==> images/congestion_map.png <==
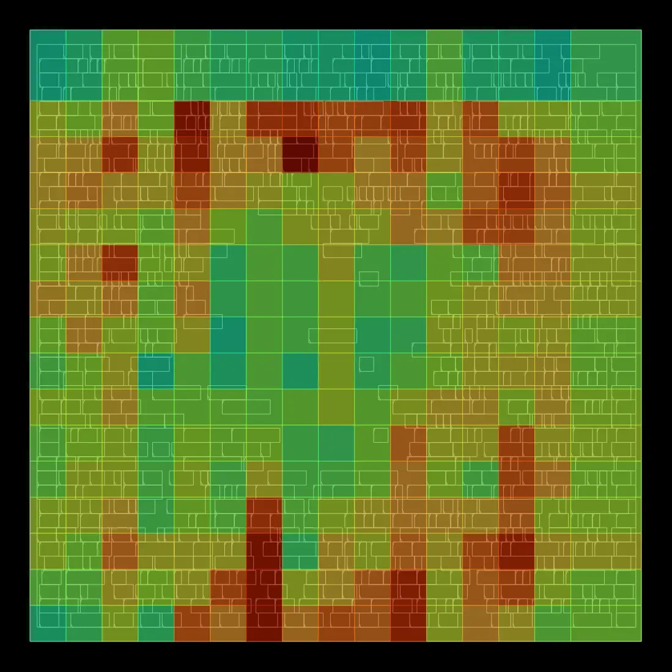
==> images/class_map.png <==
(4 px per micron) Fill, decap, tap and diode cells in grey.
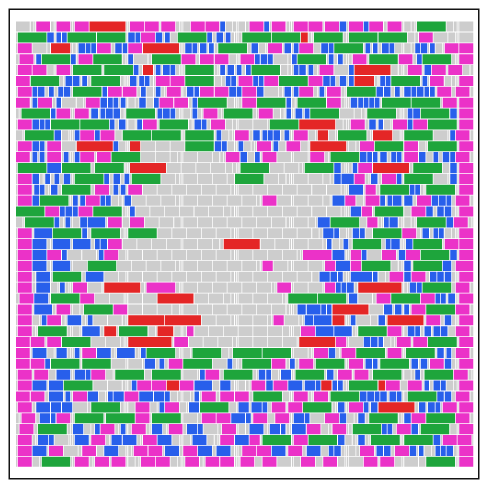
## config.mk

```make
export PLATFORM = sky130hd
export DESIGN_NAME = mem_port_arbiter
export DESIGN_NICKNAME = d
export VERILOG_FILES = /design/src/rtl/mem_port_arbiter.sv
export SDC_FILE = /design/constraint.sdc
export NUM_CORES = 1
export LEC_CHECK = 0
export CORE_UTILIZATION = 40
export DETAILED_ROUTE_END_ITERATION = 8
export PLACE_DENSITY = 0.88
export SLEW_MARGIN = 30
export SYNTH_ARGS = -nofsm -noshare
export SYNTH_HDL_FRONTEND = slang
export SYNTH_SLANG_ARGS = --single-unit
export TNS_END_PERCENT = 1
```

## constraint.sdc

```tcl
create_clock -name clk -period 3.18 [get_ports clk]
set_input_delay 0.954 -clock clk [delete_from_list [all_inputs] [get_ports clk]]
set_output_delay 0.954 -clock clk [all_outputs]
set_load 0.02 [all_outputs]
```

## src/rtl/mem_port_arbiter.sv

```systemverilog
// Two-port (fetch/data) arbiter onto a single request/response memory port.
// Optional FAIR_ARB_EN: round-robin between simultaneous requests instead of fixed data priority.
module mem_port_arbiter (
  input  logic        clk,
  input  logic        reset,
  input  logic        IReq,
  input  logic [31:0] IAddr,
  output logic [31:0] IRdata,
  output logic        IValid,
  input  logic        DReq,
  input  logic        DWe,
  input  logic [31:0] DAddr,
  input  logic [31:0] DWdata,
  input  logic [3:0]  DBe,
  output logic [31:0] DRdata,
  output logic        DValid,
  output logic        MemReq,
  output logic        MemWe,
  output logic [31:0] MemAddr,
  output logic [31:0] MemWdata,
  output logic [3:0]  MemBe,
  input  logic        MemReady,
  input  logic        MemRvalid,
  input  logic [31:0] MemRdata,
  output logic        StallF,
  output logic        StallM
);

  typedef enum logic [1:0] {IDLE, REQ, WAIT, RESP} state_t;

  state_t      state_q;
  logic        win_data_q;
  logic        mem_req_q;
  logic        mem_we_q;
  logic [31:0] mem_addr_q;
  logic [31:0] mem_wdata_q;
  logic [3:0]  mem_be_q;
  logic        ivalid_q;
  logic        dvalid_q;
  logic [31:0] irdata_q;
  logic [31:0] drdata_q;
  logic        data_wins;

`ifdef FAIR_ARB_EN
  // 1 = last grant went to the data port
  logic        last_data_q;

  always_comb begin
    data_wins = DReq;
    if (DReq && IReq) begin
      data_wins = ~last_data_q;
    end
  end
`else
  always_comb begin
    data_wins = DReq;
  end
`endif

  always_ff @(posedge clk) begin
    if (reset) begin
      state_q     <= IDLE;
      win_data_q  <= 1'b0;
      mem_req_q   <= 1'b0;
      mem_we_q    <= 1'b0;
      mem_addr_q  <= '0;
      mem_wdata_q <= '0;
      mem_be_q    <= '0;
      ivalid_q    <= 1'b0;
      dvalid_q    <= 1'b0;
      irdata_q    <= '0;
      drdata_q    <= '0;
`ifdef FAIR_ARB_EN
      last_data_q <= 1'b0;
`endif
    end else begin
      ivalid_q <= 1'b0;
      dvalid_q <= 1'b0;
      case (state_q)
        IDLE: begin
          if (IReq || DReq) begin
            win_data_q <= data_wins;
            mem_req_q  <= 1'b1;
            state_q    <= REQ;
`ifdef FAIR_ARB_EN
            last_data_q <= data_wins;
`endif
            if (data_wins) begin
              mem_we_q    <= DWe;
              mem_addr_q  <= DAddr;
              mem_wdata_q <= DWdata;
              mem_be_q    <= DWe ? DBe : 4'b1111;
            end else begin
              mem_we_q    <= 1'b0;
              mem_addr_q  <= IAddr;
              mem_wdata_q <= '0;
              mem_be_q    <= 4'b1111;
            end
          end
        end
        REQ: begin
          if (MemReady) begin
            mem_req_q <= 1'b0;
            state_q   <= WAIT;
          end
        end
        WAIT: begin
          if (MemRvalid) begin
            state_q <= RESP;
            if (win_data_q) begin
              dvalid_q <= 1'b1;
              if (!mem_we_q) begin
                drdata_q <= MemRdata;
              end
            end else begin
              ivalid_q <= 1'b1;
              irdata_q <= MemRdata;
            end
          end
        end
        RESP: begin
          state_q <= IDLE;
        end
        default: begin
          state_q <= IDLE;
        end
      endcase
    end
  end

  assign MemReq   = mem_req_q;
  assign MemWe    = mem_we_q;
  assign MemAddr  = mem_addr_q;
  assign MemWdata = mem_wdata_q;
  assign MemBe    = mem_be_q;
  assign IValid   = ivalid_q;
  assign DValid   = dvalid_q;
  assign IRdata   = irdata_q;
  assign DRdata   = drdata_q;
  assign StallF   = IReq & ~ivalid_q;
  assign StallM   = DReq & ~dvalid_q;

endmodule

```

==> impl_metrics.py <==
# Physical implementation metrics
metrics = {
    "min_path": {
        "hp-start": "MemWdata[29]",
    },
    "pwr": {
        "ir_worst_vdd_uv": 334,
    },
    "logic_synthesis": {
        "synth_area_sq_um": 5290,
        "async_flop_share": 0,
        "edf_count": 0,
        "synth_nets": 763,
        "ys.flops": 139,
        "synth.most_common_cell": "nand2_1",
    },
    "run": {
        "openroad.warnings": 28,
        "maxCapViolations": 0,
    },
    "route": {
        "first_iter_violations": 388,
        "drcViolationCount": 0,
        "routedWlPerCell_microns": 15.4,
    },
    "clock_tree": {
        "clock_latency_ns": 0.42,
    },
    "grt": {
        "grt_max_degree": 70,
        "overflow": 0,
    },
    "sta": {
        "finalCriticalPeriod_ns": 2.78,
        "setup_slack_ns": 0.397,
        "timing.slew.headroom": 0.398,
        "fmax_mhz": 359,
    },
    "status": {
        "status": "completed",
    },
    "layout": {
        "final_util": 0.685,
        "n_antenna_cell": 0,
    },
    "critical_path": {
        "worstPathRequired_ns": 2.23,
    },
    "place": {
        "place_congestion": 0.745,
    },
}
## Picture notes: congestion_map.png
GRT busiest layer: met2
grt met3 use: 0.0953
All-Layer GR Usage: 0.237

## Picture notes: class_map.png
Key: remaining logic cells = blue [cells 430, share of their area 26%]; clock drivers and dummy loads = red [cells 32, share of their area 7.1%]; registers = green [cells 139, share of their area 33%]; remaining buffers and delay cells = magenta [cells 290, share of their area 34%]
Core ar.: 12800 sq um
post-route cell area: 8750 sq um

-- what timing repair did --
item                       CTS  global route
resized                      0             1
setup endpoints to repair    0             1
hold endpoints to repair     0             0
-- cell type report --
cell class,count,area (sq um),share of cell area
Sequential cell,139,2780,0.318
Inverter,5,18.8,0.00214
Clock inverter,12,138,0.0157
Clock buffer,20,467,0.0533
Multi-Input combinational cell,425,2240,0.256
Timing Repair Buffer,290,2890,0.330
Tap cell,172,215,0.0246
-- cell usage in the layout (no fill, tap or decap), drive strengths merged, types with 4 or more instances in the layout --
master and count:
dfxtp 139, mux2i 33, nor2 42, inv 8
buf 16, clkbuf 20, o22ai 4, clkinvlp 4
a211oi 32, nand3 34, clkdlybuf4s50 273, nand2 163
a21oi 99
-- cells by family (layout without fill, tap and decap cells) --
group                      after synthesis  after routing  synth area share
DFF                                    139            139             0.526
buffers and inverters                   57            327            0.0506
adders and majority gates                3              3           0.00709
muxes                                   33             33            0.0624
and+or+nand+nor                        248            248             0.190
AOI/OAI and AO/OA                      141            141             0.164
-- stage by stage --
stage / instance area [sq um] / hold WS (ns)
after floorplan: 5290 / 0.460
after global placement: 8140 / 0.437
after detailed placement: 8140 / 0.443
after CTS: 8750 / 0.451
after global routing: 8750 / 0.463
final: 8750 / 0.448
-- report_power, final --
part | internal, mW | leakage (nW) | switching [mW]
logic | 0.966 | 1.77 | 1.21
clock network | 1.22 | 0.287 | 0.773
registers | 2.03 | 1.14 | 0.150
-- sequential cells by signal, summed over array words and instances (netlist names) --
signal,cells
MemBe,4
state_q,2
IValid,1
win_data_q,1
MemWe,1
DRdata,32
MemReq,1
IRdata,32
MemAddr,32
MemWdata,32
DValid,1
-- per-layer routing --
layer	track usage	part of all wire	vias to the layer above
met3	0.0953	0.093	27
met2	0.430	0.51	199
li1	-	-	2614
met1	0.244	0.38	2448
met5	0	0	-
met4	0.0878	0.019	0
-- critical path, cell delays in order --
cell	delay, ns
buf_2	0.11
nor2b_1	0.14
clkdlybuf4s50_1	0.62
-- final timing paths --
path | endpoint | slack, ns | cells after the start
setup reg to reg | MemAddr[9] | 1.33 | 7
hold / removal | MemWdata[29] | 0.45 | 2
setup / recovery | StallM | 0.40 | 3
hold reg to reg | MemWdata[29] | 0.45 | 2
Power is estimated from default activity; no workload was simulated.
